--- config.mk ---
export PLATFORM = sky130hd
export DESIGN_NAME = axi_lite_regfile
export DESIGN_NICKNAME = d
export VERILOG_FILES = /design/src/rtl/axi_lite_regfile.sv
export SDC_FILE = /design/constraint.sdc
export NUM_CORES = 1
export LEC_CHECK = 0
export ABC_AREA = 1
export CAP_MARGIN = 20
export CORE_AREA = 2 2 239 241
export CTS_BUF_LIST = sky130_fd_sc_hd__clkbuf_4 sky130_fd_sc_hd__clkbuf_8
export CTS_CLUSTER_SIZE = 14
export DETAILED_ROUTE_END_ITERATION = 8
export DIE_AREA = 0 0 241 243
export PLACE_DENSITY = 0.58
export SLEW_MARGIN = 20
export SYNTH_ARGS = -nofsm -noshare
export SYNTH_HDL_FRONTEND = slang
export SYNTH_SLANG_ARGS = --single-unit
--- constraint.sdc ---
create_clock -name clk -period 23 [get_ports clk]
set_input_delay 5.75 -clock clk [delete_from_list [all_inputs] [get_ports clk]]
set_output_delay 5.75 -clock clk [all_outputs]
set_load 0.01 [all_outputs]
--- src/rtl/axi_lite_regfile.sv ---
// axi_lite_regfile
//   AXI-lite slave register file with NUM_REGS registers of DATA_WIDTH bits.
//   Write address and write data channels are independent and may complete
//   in either order. Read-only registers (RO_MASK) reflect hw_in. Out-of-range
//   or read-only writes return an error response and change nothing.
//
// Ports
//   clk, rst                 clock (rising edge), asynchronous active-high reset
//   waddr/wavalid/waready    write address channel
//   wdata/wvalid/wready      write data channel
//   wresp/bvalid/bready      write response channel (wresp: 0=OK, 1=error)
//   raddr/arvalid/arready    read address channel
//   rdata/rvalid/rready      read data channel
//   hw_in                    status values for read-only registers
//   reg_out                  register contents (RO slots show hw_in)
//   wr_pulse                 one-cycle strobe per register on a successful write
module axi_lite_regfile #(
  parameter int unsigned                         ADDR_WIDTH = 5,
  parameter int unsigned                         DATA_WIDTH = 32,
  parameter int unsigned                         NUM_REGS   = 8,
  parameter logic [NUM_REGS-1:0]                 RO_MASK    = '0,
  parameter logic [NUM_REGS*DATA_WIDTH-1:0]      RESET_VAL  = '0
) (
  input  logic                           clk,
  input  logic                           rst,
  input  logic [ADDR_WIDTH-1:0]          waddr,
  input  logic                           wavalid,
  output logic                           waready,
  input  logic [DATA_WIDTH-1:0]          wdata,
  input  logic                           wvalid,
  output logic                           wready,
  output logic                           wresp,
  output logic                           bvalid,
  input  logic                           bready,
  input  logic [ADDR_WIDTH-1:0]          raddr,
  input  logic                           arvalid,
  output logic                           arready,
  output logic [DATA_WIDTH-1:0]          rdata,
  output logic                           rvalid,
  input  logic                           rready,
  input  logic [NUM_REGS*DATA_WIDTH-1:0] hw_in,
  output logic [NUM_REGS*DATA_WIDTH-1:0] reg_out,
  output logic [NUM_REGS-1:0]            wr_pulse
);

  localparam int unsigned IDX_W = ADDR_WIDTH - 2;
  localparam int unsigned DEPTH = 1 << IDX_W;

  typedef enum logic [1:0] {
    W_IDLE,
    W_HAVE_A,
    W_HAVE_D,
    W_RESP
  } w_state_e;

  typedef enum logic {
    R_IDLE,
    R_RESP
  } r_state_e;

  w_state_e                w_state_q, w_state_d;
  r_state_e                r_state_q, r_state_d;
  logic [ADDR_WIDTH-1:0]   waddr_q, waddr_d;
  logic [DATA_WIDTH-1:0]   wdata_q, wdata_d;
  logic                    wresp_q, wresp_d;
  logic [NUM_REGS-1:0]     wr_pulse_q, wr_pulse_d;
  logic [DATA_WIDTH-1:0]   rdata_q, rdata_d;
  logic [DATA_WIDTH-1:0]   regs_q [NUM_REGS];

  logic                    aw_hs, w_hs;
  logic                    commit;
  logic [ADDR_WIDTH-1:0]   c_addr;
  logic [DATA_WIDTH-1:0]   c_data;
  logic [IDX_W-1:0]        c_idx;
  logic                    c_ok;
  logic [DEPTH-1:0]        ro_pad;
  logic [IDX_W-1:0]        r_idx;
  logic [DEPTH*DATA_WIDTH-1:0] reg_pad;
  logic                    unused_bits;

  // Address low bits are byte offsets within a word; RW slots of hw_in are
  // not consumed.
  assign unused_bits = ^{waddr[1:0], raddr[1:0], hw_in};

  // Mask and register view padded to the full decoded address space so any
  // word index can be looked up without a separate bounds check.
  always_comb begin
    ro_pad = '0;
    ro_pad[NUM_REGS-1:0] = RO_MASK;
  end

  always_comb begin
    reg_pad = '0;
    reg_pad[NUM_REGS*DATA_WIDTH-1:0] = reg_out;
  end

  always_comb begin
    reg_out = '0;
    for (int unsigned i = 0; i < NUM_REGS; i++) begin
      reg_out[i*DATA_WIDTH +: DATA_WIDTH] =
        RO_MASK[i] ? hw_in[i*DATA_WIDTH +: DATA_WIDTH] : regs_q[i];
    end
  end

  // ---------------------------------------------------------------- write
  assign waready  = (w_state_q == W_IDLE) || (w_state_q == W_HAVE_D);
  assign wready   = (w_state_q == W_IDLE) || (w_state_q == W_HAVE_A);
  assign bvalid   = (w_state_q == W_RESP);
  assign wresp    = wresp_q;
  assign wr_pulse = wr_pulse_q;

  assign aw_hs = wavalid && waready;
  assign w_hs  = wvalid && wready;

  // The commit address/data come from the bus for whichever half completes
  // on this edge and from the capture register for the half that came first.
  always_comb begin
    w_state_d  = w_state_q;
    waddr_d    = waddr_q;
    wdata_d    = wdata_q;
    wresp_d    = wresp_q;
    commit     = 1'b0;
    c_addr     = waddr_q;
    c_data     = wdata_q;
    wr_pulse_d = '0;

    if (aw_hs) waddr_d = waddr;
    if (w_hs)  wdata_d = wdata;

    case (w_state_q)
      W_IDLE: begin
        if (aw_hs && w_hs) begin
          w_state_d = W_RESP;
          commit    = 1'b1;
          c_addr    = waddr;
          c_data    = wdata;
        end else if (aw_hs) begin
          w_state_d = W_HAVE_A;
        end else if (w_hs) begin
          w_state_d = W_HAVE_D;
        end
      end
      W_HAVE_A: begin
        if (w_hs) begin
          w_state_d = W_RESP;
          commit    = 1'b1;
          c_addr    = waddr_q;
          c_data    = wdata;
        end
      end
      W_HAVE_D: begin
        if (aw_hs) begin
          w_state_d = W_RESP;
          commit    = 1'b1;
          c_addr    = waddr;
          c_data    = wdata_q;
        end
      end
      W_RESP: begin
        if (bready) begin
          w_state_d = W_IDLE;
          wresp_d   = 1'b0;
        end
      end
      default: w_state_d = W_IDLE;
    endcase

    c_idx = c_addr[ADDR_WIDTH-1:2];
    c_ok  = (32'(c_idx) < NUM_REGS) && !ro_pad[c_idx];

    if (commit) wresp_d = !c_ok;

    for (int unsigned i = 0; i < NUM_REGS; i++) begin
      wr_pulse_d[i] = commit && c_ok && (32'(c_idx) == i);
    end
  end

  always_ff @(posedge clk or posedge rst) begin
    if (rst) begin
      w_state_q  <= W_IDLE;
      waddr_q    <= '0;
      wdata_q    <= '0;
      wresp_q    <= 1'b0;
      wr_pulse_q <= '0;
    end else begin
      w_state_q  <= w_state_d;
      waddr_q    <= waddr_d;
      wdata_q    <= wdata_d;
      wresp_q    <= wresp_d;
      wr_pulse_q <= wr_pulse_d;
    end
  end

  // The write strobe doubles as the per-register write enable.
  always_ff @(posedge clk or posedge rst) begin
    if (rst) begin
      for (int unsigned i = 0; i < NUM_REGS; i++) begin
        regs_q[i] <= RESET_VAL[i*DATA_WIDTH +: DATA_WIDTH];
      end
    end else begin
      for (int unsigned i = 0; i < NUM_REGS; i++) begin
        if (wr_pulse_d[i]) regs_q[i] <= c_data;
      end
    end
  end

  // ----------------------------------------------------------------- read
  assign arready = (r_state_q == R_IDLE);
  assign rvalid  = (r_state_q == R_RESP);
  assign rdata   = rdata_q;
  assign r_idx   = raddr[ADDR_WIDTH-1:2];

  // rdata samples the pre-edge register view, so a read accepted on the same
  // edge as a write commit returns the old value.
  always_comb begin
    r_state_d = r_state_q;
    rdata_d   = rdata_q;
    case (r_state_q)
      R_IDLE: begin
        if (arvalid) begin
          r_state_d = R_RESP;
          rdata_d   = reg_pad[r_idx*DATA_WIDTH +: DATA_WIDTH];
        end
      end
      R_RESP: begin
        if (rready) r_state_d = R_IDLE;
      end
      default: r_state_d = R_IDLE;
    endcase
  end

  always_ff @(posedge clk or posedge rst) begin
    if (rst) begin
      r_state_q <= R_IDLE;
      rdata_q   <= '0;
    end else begin
      r_state_q <= r_state_d;
      rdata_q   <= rdata_d;
    end
  end

endmodule

Fig. 1: run 1, metal 1
Bar = 50 µm. Cells faint in the background.
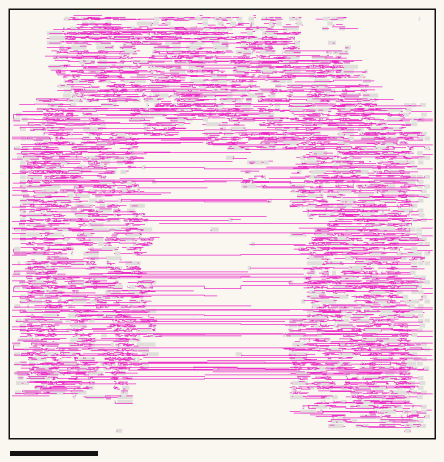
longest straight run = 149 µm
share of all routed wire = 45%
wire length on this layer = 30.6 mm
main direction = horizontal
via count: 15700
GRT met1 Usage: 32.1%
routed wire length: 67.4 mm

Fig. 2: run 1, met2 routing
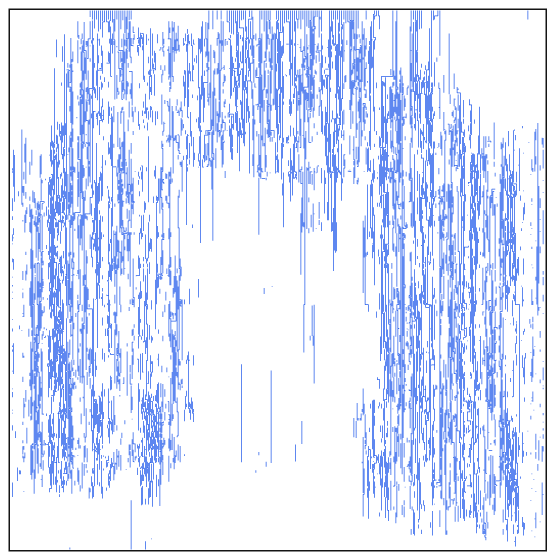
longest straight run = 158 µm
main direction = vertical
wire length on this layer = 28.4 mm
nets with wire on the layer = 1753
share of all routed wire = 42%

Fig. 3: run 1, metal 3
Bar = 50 µm.
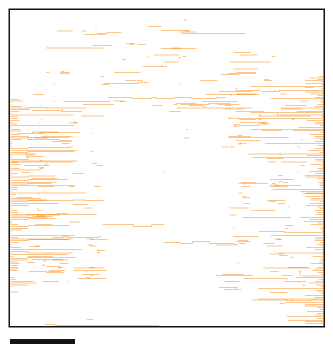
main direction = horizontal
wire length on this layer = 6500 µm
share of all routed wire = 9.6%

==> metrics.yaml, run 1 <==
status: "finished, final reports clean"
lay_top_count: "nand2_1"
drv_cap: 0
period_needed_ps: 9910
clkPwrFrac_pct: 18.1
dr.pass1.iters: 5
power.leakage_uw: 0.0102
tightest_slew_ps: 1160
p_int_uw: 1820
place_area_um2: 20300
start_kind: "input pin"
utilization_pct: 38.8
worstHoldEndpoint: "rdata[24]"
top_area_share_pct: 51.3
gr-usage-met3_pct: 6.53
grt_max_degree: 109
buf_share_pct: 17.1
final_cell_mix: "nand2_1 (663), clkdlybuf4s50_1 (342), dfrtp_1 (334)"
final-comb-area_um2: 6990
wl_met1_mm: 30.6
topRoutingLayerUsed: "met5"
synthTopCellsByCount: "nand2_1 (672), dfrtp_1 (334), nand3_1 (264)"
critPathArrivalTime_ps: 10410
reg2reg_slack_ps: 17340
synth-async-reset-ratio_pct: 100
cts_buffers: 59
grt_usage_pct: 22.6
hold_viol: 0
rsz0062_at_grt: "false"
sh_seq_area_pct: 38.5
grt-busiest-layer: "met2"
ys_ff: 334
die_w_um: 241
grt_overflow_total: 0
cp.required_ps: 23500
synth_warnings: 0
simple_gate_share_pct: 25.6
synth.most_common_cell: "nand2_1"
synth_nets: 2285
fmaxAchievable_mhz: 101
clock_skew_ps: 30.7
r2r-start: "w_state_q[1]"
wl_met2_mm: 28.4
avgRoutedWirePerCell_um: 22.0
comb_cells: 1397
logic_family: "simple AND/OR/NAND/NOR gates"
min-delay-start: "rdata[24]"
pre_cts_slack_ps: 12110
path_depth: 15
tns_ps: 0
dp_hpwl_mm: 42.6
hold_depth: 2
antenna_cells: 3
pwr-share-seq_pct: 30.2
clk_latency_ps: 640
comb_power_share_pct: 51.7
Fig. 4: run 1, clock wiring as the flow saved it
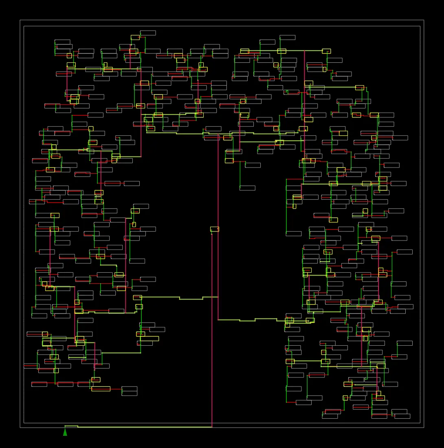

==> run 2, diff against run 1 <==
- CORE_AREA: 2 2 239 241 -> 2 2 235 237
- DIE_AREA: 0 0 241 243 -> 0 0 237 239
- PLACE_DENSITY: 0.58 -> 0.59
- clock period: 23 -> 9.53 ns (I/O delays scaled with it)
Fig. 5: run 2, clock wiring as the flow saved it
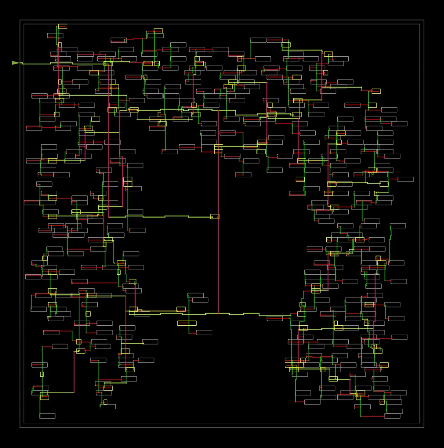
clock buffers: 93
Final Skew: 36.7 ps

Fig. 6: run 2, metal 3
Bar = 50 µm.
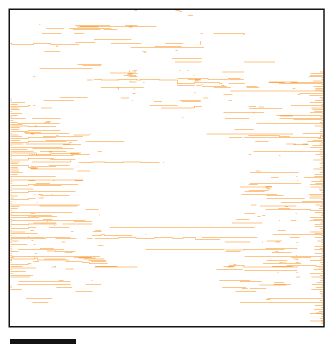
main direction = horizontal
share of all routed wire = 9.6%
nets with wire on the layer = 346

==> metrics.yaml, run 2 <==
clk_latency_ps: 680  # was 640 ps
path_depth: 13  # was 15
hold_depth: 2  # unchanged
final_cell_mix: "nand2_1 (663), clkdlybuf4s50_1 (342), dfrtp_1 (334)"  # unchanged
buf_share_pct: 16.9  # was 17.1%
top_area_share_pct: 51.3  # unchanged
synth-async-reset-ratio_pct: 100  # unchanged
rsz0062_at_grt: "false"  # unchanged
power.total_uw: 8060  # was 3390 µW
grt_overflow_total: 0  # unchanged
crit_slowest_cell: "nand2_2"  # unchanged
clkPwrFrac_pct: 18.1  # about the same
routed_wl_mm: 67.7  # was 67.4 mm
cp.required_ps: 10050  # was 23500 ps
pwr-share-seq_pct: 30.6  # was 30.2%
pre_cts_slack_ps: 2190  # was 12110 ps
worstHoldEndpoint: "rdata[24]"  # unchanged
grt_use_met1_pct: 33.7  # was 32.1%
drc: 0  # unchanged
worst_ir_drop_vdd_mv: 0.431  # was 0.113 mV
avgRoutedWirePerCell_um: 22.5  # was 22.0 µm
reg2reg_slack_ps: 3680  # was 17340 ps
die_w_um: 237  # was 241 µm
crit_end: "reg_out[197]"  # was reg_out[33]
synthTopCellsByCount: "nand2_1 (672), dfrtp_1 (334), nand3_1 (264)"  # unchanged
gp_congestion: 0.820  # was 0.796
synth_warnings: 0  # unchanged
period_needed_ps: 6610
slew_violations: 0  # unchanged
dpl.cell_count: 2897  # was 2950
dp_hpwl_mm: 42.2  # was 42.6 mm
synth.most_common_cell: "nand2_1"  # unchanged
hold_viol: 0  # unchanged
drv_cap: 0  # unchanged
yosysTopAreaCell: "dfrtp_1"  # unchanged
sh_seq_area_pct: 38.8  # was 38.5%
topRoutingLayerUsed: "met5"  # unchanged
synth.avg_cell_area_um2: 8.25  # unchanged
p_int_uw: 4290  # was 1820 µW
status: "finished, final reports clean"  # unchanged
utilization_pct: 39.6  # was 38.8%
tns_ps: 0  # unchanged
critPathArrivalTime_ps: 7140  # was 10410 ps
io_pins: 607  # unchanged
drtIter0Drc: 1396  # was 1252
clockRootBuffer: "clkbuf_8"  # unchanged
final-comb-area_um2: 6990  # about the same
grt_usage_pct: 23.5  # was 22.6%
synth_nets: 2285  # unchanged
place_area_um2: 20200  # was 20300 µm²
sh_comb_area_pct: 32.5  # was 32.2%
antenna_cells: 3  # unchanged
final_cell_area_um2: 21500  # was 21700 µm²
grt_max_degree: 163  # was 109
synthCells: 1975  # unchanged
comb_cells: 1397  # unchanged
cpLargestDelayFamily: "simple AND/OR/NAND/NOR gates"  # unchanged
dr.pass1.iters: 5  # unchanged
cts_buffers: 58  # was 59
ys_ff: 334  # unchanged
gr-usage-met3_pct: 6.56  # was 6.53%
antenna_found_initial: 10  # was 12
period_used_pct: 69.4
grt-busiest-layer: "met2"  # unchanged
comb_power_share_pct: 51.3  # was 51.7%
lay_top_count: "nand2_1"  # unchanged
simple_gate_share_pct: 25.6  # unchanged
power.leakage_uw: 0.0102  # about the same
start_kind: "input pin"  # unchanged
cp_num_buf_inv: 3  # was 5
r2r-start: "w_state_q[1]"  # unchanged
vias: 15700  # about the same
min-delay-start: "rdata[24]"  # unchanged
ys_seq_share_pct: 51.3  # unchanged
register_area_um2: 8360  # unchanged
tightest_slew_ps: 1130  # was 1160 ps
logic_family: "simple AND/OR/NAND/NOR gates"  # unchanged
wl_met2_mm: 28.3  # was 28.4 mm
crit_chain: "clkdlybuf4s50_1 > inv_1 > nor2_4 > nand2_2 > nor2_4 > nand2_1 > nand2_1 > nor2_1 > nor2_4 > buf_4 > nand2_2 > nand2_1 > nand2_1"  # was clkdlybuf4s50_1 > inv_1 > nor2_4 > buf_4 > nand2_2 > nor2_4 > nand2_1 > nand2_1 > nor2_1 > nor2_4 > buf_16 > buf_4 > nand2_2 > nand2_1 > nand2_1
wl_met1_mm: 30.9  # was 30.6 mm
fmaxAchievable_mhz: 151
Power and IR drop assume default switching activity.
